**Run 1: met1 routing**

Supply wires on this layer in grey.
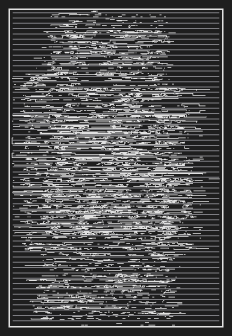
**Run 1: M2 wires**

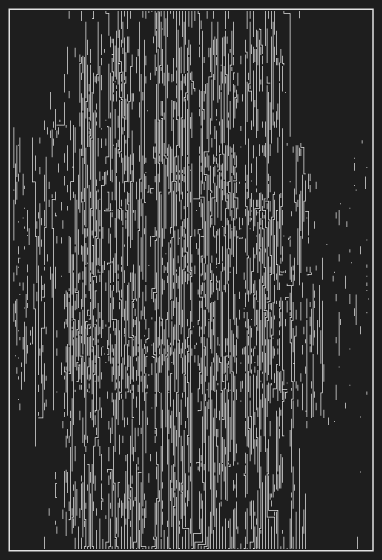
**Run 1: M3 wires**

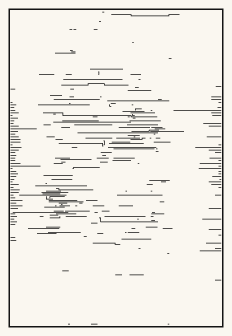
<file path="src/rtl/rv_lsu_pkg.sv">
// Shared types for the load/store unit: size encodings, FSM states and the
// registered response bundle.
package rv_lsu_pkg;

  localparam logic [1:0] SZ_B = 2'b00;
  localparam logic [1:0] SZ_H = 2'b01;
  localparam logic [1:0] SZ_W = 2'b10;

  typedef enum logic [1:0] {IDLE, ACCESS, MERGE_WR, RESP} lsu_state_t;

  typedef struct packed {
    logic [31:0] rdata;
    logic        misalign;
    logic        fault;
  } resp_t;

endpackage

</file>
<file path="src/rtl/rv_lsu_align.sv">
// Combinational lane logic: load extract/extend, store lane merge into a word,
// and alignment / illegal-size decode.
module rv_lsu_align
  import rv_lsu_pkg::*;
(
  input  logic [1:0]  size,
  input  logic [1:0]  lane,
  input  logic        is_unsigned,
  input  logic [31:0] rd_word,
  input  logic [31:0] wdata,
  output logic [31:0] ld_data,
  output logic [31:0] st_word,
  output logic        misalign
);

  logic [7:0]  b;
  logic [15:0] h;

  always_comb begin
    b       = rd_word[{lane, 3'b000} +: 8];
    h       = lane[1] ? rd_word[31:16] : rd_word[15:0];
    ld_data = rd_word;
    st_word = wdata;
    case (size)
      SZ_B: begin
        ld_data = {{24{~is_unsigned & b[7]}}, b};
        st_word = rd_word;
        st_word[{lane, 3'b000} +: 8] = wdata[7:0];
      end
      SZ_H: begin
        ld_data = {{16{~is_unsigned & h[15]}}, h};
        st_word = lane[1] ? {wdata[15:0], rd_word[15:0]} : {rd_word[31:16], wdata[15:0]};
      end
      default: ;
    endcase
    misalign = (size == 2'b11) || (size == SZ_H && lane[0]) || (size == SZ_W && lane != 2'b00);
  end

endmodule

</file>
<file path="src/rtl/rv_lsu.sv">
// Load/store unit in front of a word-wide, combinationally read memory.
// Sub-word stores are done as read (ACCESS) then merged write (MERGE_WR).
module rv_lsu
  import rv_lsu_pkg::*;
#(
  parameter int ADDR_WIDTH = 32,
  parameter int DMEM_AW    = 10
) (
  input  logic                  clk,
  input  logic                  reset,
  input  logic                  req_valid_i,
  output logic                  req_ready_o,
  input  logic                  req_store_i,
  input  logic [1:0]            req_size_i,
  input  logic                  req_unsigned_i,
  input  logic [ADDR_WIDTH-1:0] req_addr_i,
  input  logic [31:0]           req_wdata_i,
  output logic                  resp_valid_o,
  output logic [31:0]           resp_rdata_o,
  output logic                  resp_misalign_o,
  output logic                  resp_fault_o,
  output logic [ADDR_WIDTH-1:0] dmem_addr_o,
  output logic                  dmem_wr_o,
  output logic [31:0]           dmem_wr_data_o,
  input  logic [31:0]           dmem_data_i
);

  lsu_state_t         state, state_n;
  logic [DMEM_AW+1:0] addr_q;
  logic [1:0]         size_q;
  logic               store_q, uns_q;
  logic [31:0]        wdata_q, merge_q;
  resp_t              resp_q;

  logic [1:0]  al_size, al_lane;
  logic        al_uns, mis, flt, accept, active;
  logic [31:0] al_rd, al_wd, ld_data, st_word;

  // In IDLE the aligner decodes the incoming request; afterwards the latched one.
  assign al_size = (state == IDLE) ? req_size_i       : size_q;
  assign al_lane = (state == IDLE) ? req_addr_i[1:0]  : addr_q[1:0];
  assign al_uns  = uns_q;
  assign al_wd   = wdata_q;
  assign al_rd   = (state == MERGE_WR) ? merge_q : dmem_data_i;

  rv_lsu_align u_align (
    .size        (al_size),
    .lane        (al_lane),
    .is_unsigned (al_uns),
    .rd_word     (al_rd),
    .wdata       (al_wd),
    .ld_data     (ld_data),
    .st_word     (st_word),
    .misalign    (mis)
  );

  assign flt    = |req_addr_i[ADDR_WIDTH-1:DMEM_AW+2];
  assign accept = (state == IDLE) && req_valid_i;
  assign active = !reset && (state == ACCESS || state == MERGE_WR);

  always_comb begin
    state_n = state;
    case (state)
      IDLE:     if (req_valid_i) state_n = (mis || flt) ? RESP : ACCESS;
      ACCESS:   state_n = (store_q && size_q != SZ_W) ? MERGE_WR : RESP;
      MERGE_WR: state_n = RESP;
      RESP:     state_n = IDLE;
      default:  state_n = IDLE;
    endcase
  end

  assign req_ready_o     = (state == IDLE);
  assign resp_valid_o    = (state == RESP);
  assign resp_rdata_o    = resp_q.rdata;
  assign resp_misalign_o = resp_q.misalign;
  assign resp_fault_o    = resp_q.fault;
  assign dmem_addr_o     = active ? {{(ADDR_WIDTH-DMEM_AW){1'b0}}, addr_q[DMEM_AW+1:2]} : '0;
  assign dmem_wr_o       = !reset && ((state == ACCESS && store_q && size_q == SZ_W) || state == MERGE_WR);
  assign dmem_wr_data_o  = st_word;

  always_ff @(posedge clk) begin
    if (reset) begin
      state   <= IDLE;
      addr_q  <= '0;
      size_q  <= '0;
      store_q <= 1'b0;
      uns_q   <= 1'b0;
      wdata_q <= '0;
      merge_q <= '0;
      resp_q  <= '0;
    end else begin
      state <= state_n;
      if (accept) begin
        addr_q  <= req_addr_i[DMEM_AW+1:0];
        size_q  <= req_size_i;
        store_q <= req_store_i;
        uns_q   <= req_unsigned_i;
        wdata_q <= req_wdata_i;
        if (mis || flt)
          resp_q <= '{rdata: 32'h0, misalign: mis, fault: !mis};
      end
      // Response fields only change on the way into RESP, so they hold between responses.
      if (state == ACCESS) begin
        if (!store_q)               resp_q  <= '{rdata: ld_data, misalign: 1'b0, fault: 1'b0};
        else if (size_q == SZ_W)    resp_q  <= '0;
        else                        merge_q <= dmem_data_i;
      end
      if (state == MERGE_WR) resp_q <= '0;
    end
  end

endmodule

</file>
<file path="config.mk">
export PLATFORM = sky130hd
export DESIGN_NAME = rv_lsu
export DESIGN_NICKNAME = d
export VERILOG_FILES = /design/src/rtl/rv_lsu_pkg.sv /design/src/rtl/rv_lsu_align.sv /design/src/rtl/rv_lsu.sv
export SDC_FILE = /design/constraint.sdc
export NUM_CORES = 1
export LEC_CHECK = 0
export CORE_ASPECT_RATIO = 1.5
export CORE_UTILIZATION = 40
export CTS_BUF_LIST = sky130_fd_sc_hd__clkbuf_2 sky130_fd_sc_hd__clkbuf_4 sky130_fd_sc_hd__clkbuf_8
export DETAILED_ROUTE_END_ITERATION = 10
export PLACE_DENSITY = 0.74
export SETUP_SLACK_MARGIN = 0.5
export SYNTH_ARGS = -nofsm -noshare
export SYNTH_HDL_FRONTEND = slang
export SYNTH_SLANG_ARGS = --single-unit
export TNS_END_PERCENT = 10
</file>
<file path="constraint.sdc">
create_clock -name clk -period 4.2 [get_ports clk]
set_clock_uncertainty 0.2 [all_clocks]
set_input_delay 0.84 -clock clk [delete_from_list [all_inputs] [get_ports clk]]
set_output_delay 0.84 -clock clk [all_outputs]
set_load 0.01 [all_outputs]
</file>
==> results.ini, run 1 <==
[routing]
top_layer_used = met4
drtIter0Drc = 424
ant_nets = 0
wl_per_cell_um = 17.8
dr_wl_met2_um = 12000
avgViaCountPerCell = 5.59
met3RoutedLength_um = 1680

[yosys]
ys_seq_elements = 116
flop_cell = dfxtp_1
yosys.area_share.aoi = 0.264
yosysWarningCount = 0
postSynthAreaPerCell_um2 = 7.42
adder_share = 0.0110
ys_seq_frac = 0.341
edf_count = 0
async_flop_share = 0
synthCells = 918

[floorplanning]
die_height_um = 162
row_count = 58
dieArea_um2 = 17600
dieWidth_um = 109
tapCellCount = 210

[finish]
nFillCells = 1580
nClkBuffers = 18
num-nonclk-inverters = 8
seq_area_um2 = 2330
buffer_area_frac = 0.253
layout-drive-gt1-share = 0.181
logic_gates = 720
logic_area_um2 = 4220
largest_class = multi-input combinational cells
comb_area_frac = 0.435
area_growth_pct = 42.6
utilization = 0.582
finalNonFillerCells = 1356

[min_path]
hp-class = register to register
hold-path-endpoint = addr_q[11]
hold_depth = 2

[clocking]
cts_buffer_depth = 2
hold_buffers = 0
ctsResizeCount = 94
clk_pin_slew_ns = 0.07
cts_setup_buffers = 1
htreeDepth = 4
cts_sinks = 116

[setup_path]
critPathMaxStageDelay_ns = 0.46
critical_path.endpoint = dmem_wr_data_o[23]
start_kind = primary input
worstReg2RegStart = state[0]
slowest_stage = clkdlybuf4s50_1
regToRegSetupSlack_ns = 1.10
worstPathCellList = clkdlybuf4s50_1 > buf_4 > mux2i_2 > nand2_1 > buf_12 > a211oi_1 > a21oi_1 > o21ai_0 > dlygate4sd2_1

[placed_design]
portBuffers = 181
pre_cts_slack_ns = -0.0162
placed_area_um2 = 9150

[outcome]
run_status = complete, no violations

[final_timing]
finalHoldWorstSlack_ns = 0.252
fmax_mhz = 269
setup_viol_count_final = 0

[job]
warnings = 32

[power]
p_total_mw = 6.60

-- 'met1 routing' (at the start) --
- share of all routed wire: 37%
- nets with wire on the layer: 1097

-- 'M2 wires' (at the start) --
- longest straight run: 62.6 um
- nets with wire on the layer: 1012

-- 'M3 wires' (at the start) --
- wire length on this layer: 1680 um
- main direction: horizontal
Vias: 7577
met3 usage: 0.0506
final wirelength: 24200 um

==> run 1: power breakdown <==
part / total, mW / switching (mW) / internal, mW
logic: 4.14 / 2.30 / 1.85
registers: 1.40 / 0.142 / 1.26
clock network: 1.05 / 0.504 / 0.547
==> run 1: placed cells by master (no fill, tap or decap), drive strengths merged, types with 22 or more instances in the layout <==
cell type and instances:
buf 99, nand3 33, mux2i 52, conb 22, a221o 22, dfxtp 116
nand2 209, nor2 47, a21oi 126, clkbuf 29, o21ai 63, clkdlybuf4s50 145
==> run 1: critical path: cells and delay by family <==
family,cells,cell delay [ns]
buffers and inverters,4,1.12
AND-OR/OR-AND,3,0.35
multiplexers,1,0.22
AND/OR/NAND/NOR,1,0.13
--- run 2 (diff from run 1) ---
--- a/config.mk
+++ b/config.mk
@@ -6,6 +6,7 @@
 export NUM_CORES = 1
 export LEC_CHECK = 0
 export CORE_ASPECT_RATIO = 1.5
+export CORE_MARGIN = 1
 export CORE_UTILIZATION = 40
 export CTS_BUF_LIST = sky130_fd_sc_hd__clkbuf_2 sky130_fd_sc_hd__clkbuf_4 sky130_fd_sc_hd__clkbuf_8
 export DETAILED_ROUTE_END_ITERATION = 10
**Run 2: M2 wires**

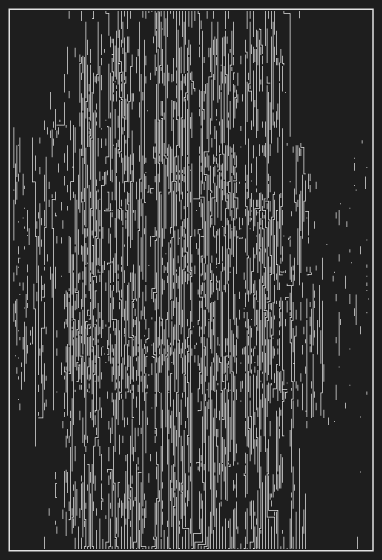
- wire length on this layer: 12000 um
- main direction: vertical
- longest straight run: 62.6 um
- nets with wire on the layer: 1012
- share of all routed wire: 50%

**Run 2: the clock network**

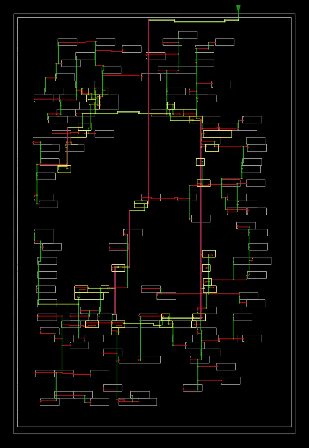
CTS buffer count: 17
Worst-Skew Late Latency: 0.44 ns
Power Clock: 1.05 mW
TritonCTS Sinks: 116
Flop Count: 116

==> results.ini, run 2 <==
[outcome]
run_status = complete, no violations

[clocking]
cts_buffer_depth = 2
htreeDepth = 4
hold_buffers = 0
clk_pin_slew_ns = 0.07

[setup_path]
start_kind = primary input
worstReg2RegStart = state[0]
critical_path.endpoint = dmem_wr_data_o[23]
regToRegSetupSlack_ns = 1.10
critPathKind = primary input to output port

[yosys]
ys_seq_elements = 116
yosysWarningCount = 0
async_flop_share = 0
edf_count = 0
ys_cells = 918
ys_seq_frac = 0.341
flop_cell = dfxtp_1
yosys.area_share.aoi = 0.264
logic_family = AND-OR/OR-AND gates
postSynthAreaPerCell_um2 = 7.42

[finish]
area_growth_pct = 42.6
lay_top_count = nand2_1
finalNonFillerCells = 1356
layout-drive-gt1-share = 0.181
utilization = 0.582
seq_area_um2 = 2330
nFillCells = 1580
layout_top_cells = 209 x nand2_1, 145 x clkdlybuf4s50_1, 125 x a21oi_1, 114 x dfxtp_1, 77 x buf_4

[floorplanning]
row_count = 58
die_height_um = 162
dieWidth_um = 109
dieArea_um2 = 17600

[routing]
routed_wirelength_um = 24200
ant_nets = 0
dr_wl_met2_um = 12000
top_layer_used = met4
avgViaCountPerCell = 5.59
drtIter0Drc = 424

[power]
p_clk_frac = 0.159
power_leader = combinational cells
power.leakage_nw = 3.71
p_total_mw = 6.60
p_int_mw = 3.65
sw_frac_of_total = 0.446
p_seq_mw = 1.40
powerComb_mw = 4.14

[final_timing]
max_slew_margin = 0.329
setup_viol_count_final = 0
setup_slack_ns = 0.476
finalHoldWorstSlack_ns = 0.252
fmax_mhz = 269

[global_route]
antenna_found_initial = 1
met3_usage = 0.0506
busiest_layer = met2

[min_path]
hp-class = register to register
hold-path-endpoint = addr_q[11]

[placed_design]
pre_cts_slack_ns = -0.0162
portBuffers = 181
placed_area_um2 = 9150

[job]
warnings = 32

## run 2: cell counts in the layout (fill, tap and decap cells not counted)
Identical to the previous run, type by type.
## run 2: critical path, cell delays in order
cell and delay [ns]:
clkdlybuf4s50_1 0.46, buf_4 0.18, mux2i_2 0.22, nand2_1 0.13, buf_12 0.18, a211oi_1 0.18, a21oi_1 0.05, o21ai_0 0.12
dlygate4sd2_1 0.30
## run 2: layout make-up
class | count | share of cell area
repair buffers | 269 | 0.253
multi-input cells | 720 | 0.435
clock buffers | 18 | 0.0255
clock inverters | 14 | 0.0157
flip-flops and latches | 116 | 0.240
inverters | 8 | 0.00464
well taps | 210 | 0.0270
diodes | 1 | 0.000258
## run 2: what timing repair did
action	CTS	global route
pin swaps	6	6
gates resized	94	39
setup endpoints to repair	32	32
gates cloned	1	1
buffers inserted	1	11
--- run 3 (diff from run 2) ---
--- a/config.mk
+++ b/config.mk
@@ -9,8 +9,9 @@
 export CORE_MARGIN = 1
 export CORE_UTILIZATION = 40
 export CTS_BUF_LIST = sky130_fd_sc_hd__clkbuf_2 sky130_fd_sc_hd__clkbuf_4 sky130_fd_sc_hd__clkbuf_8
+export CTS_CLUSTER_DIAMETER = 200
 export DETAILED_ROUTE_END_ITERATION = 10
-export PLACE_DENSITY = 0.74
+export PLACE_DENSITY = 0.77
 export SETUP_SLACK_MARGIN = 0.5
 export SYNTH_ARGS = -nofsm -noshare
 export SYNTH_HDL_FRONTEND = slang
**Run 3: met1 routing**

Supply wires on this layer in grey.
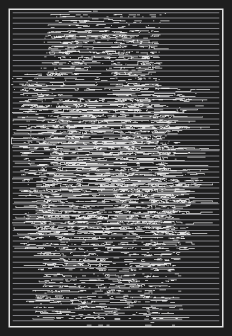
- longest straight run: 46.5 um
- main direction: horizontal
grt met1 use: 0.332
final wirelength: 24500 um

**Run 3: metal 4**

Bar = 20 um. Supply wires on this layer in grey. Cells faint in the background.
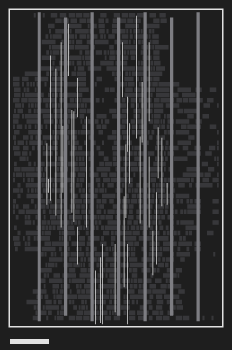
- share of all routed wire: 5.1%
- wire length on this layer: 1240 um
- main direction: vertical
- longest straight run: 94.5 um

==> results.ini, run 3 <==
[clocking]
htreeDepth = 4
clock_latency_ns = 0.46
cts_setup_buffers = 5
cts_sinks = 116
clk_pin_slew_ns = 0.08

[outcome]
run_status = complete, no violations

[setup_path]
worstPathCellList = inv_2 > ha_4 > buf_4 > mux2i_1 > buf_4 > o221ai_2 > dlygate4sd2_1
crit_top_cell = buf_4
start_kind = register
worstReg2RegStart = state[0]

[global_route]
busiest_layer = met2

[power]
p_total_mw = 6.59
power_leader = combinational cells
p_comb_frac = 0.607
p_int_mw = 3.66
clk-power_mw = 1.20
power_switching_mw = 2.93
powerComb_mw = 4.00
power.leakage_nw = 3.69
seqPwrFrac = 0.212

[finish]
finalNonFillerCells = 1347
area_growth_pct = 41.3
layout-drive-gt1-share = 0.173
nFillCells = 1594
seq_area_um2 = 2320
logic_area_um2 = 4220
lay_top_count = nand2_1
layout_top_cells = 208 x nand2_1, 145 x clkdlybuf4s50_1, 125 x a21oi_1, 114 x dfxtp_1, 73 x buf_4

[placed_design]
placed_area_um2 = 9100

[yosys]
yosysWarningCount = 0
ys_seq_frac = 0.341
edf_count = 0
ys_seq_elements = 116
synthCells = 918
async_flop_share = 0

[final_timing]
finalHoldWorstSlack_ns = 0.254
setup_slack_ns = 0.486
max_slew_margin = 0.273

[routing]
met3RoutedLength_um = 1520
top_layer_used = met4
wl_per_cell_um = 18.2

[job]
warnings = 32

[min_path]
hold-path-endpoint = addr_q[8]

[floorplanning]
die_height_um = 162
dieWidth_um = 109

-- run 3: cell counts after synthesis --
Identical to the previous run, type by type.
-- run 3: critical path: cells and delay by family, from the launching register on --
kind	cells	cell delay [ns]
AND-OR/OR-AND	1	0.10
adder cells (fa/ha/maj)	1	0.32
buffers and inverters	4	0.94
flip-flops	1	0.35
multiplexers	1	0.49
-- run 3: cell type report --
cell class,instances,area share
diodes,1,0.000260
multi-input cells,720,0.439
flip-flops and latches,116,0.241
clock inverters,11,0.0182
inverters,8,0.00390
repair buffers,260,0.242
clock buffers,21,0.0287
well taps,210,0.0273
-- run 3: cells by family after synthesis --
family	after synthesis	synth area share
compound gates	291	0.264
fa+ha+maj	6	0.0110
buf+inv	103	0.0729
flops	116	0.341
mux	66	0.102
other cells	1	0.000550
simple gates	335	0.209
No activity file was given, so power comes from the tool's default toggle rates.
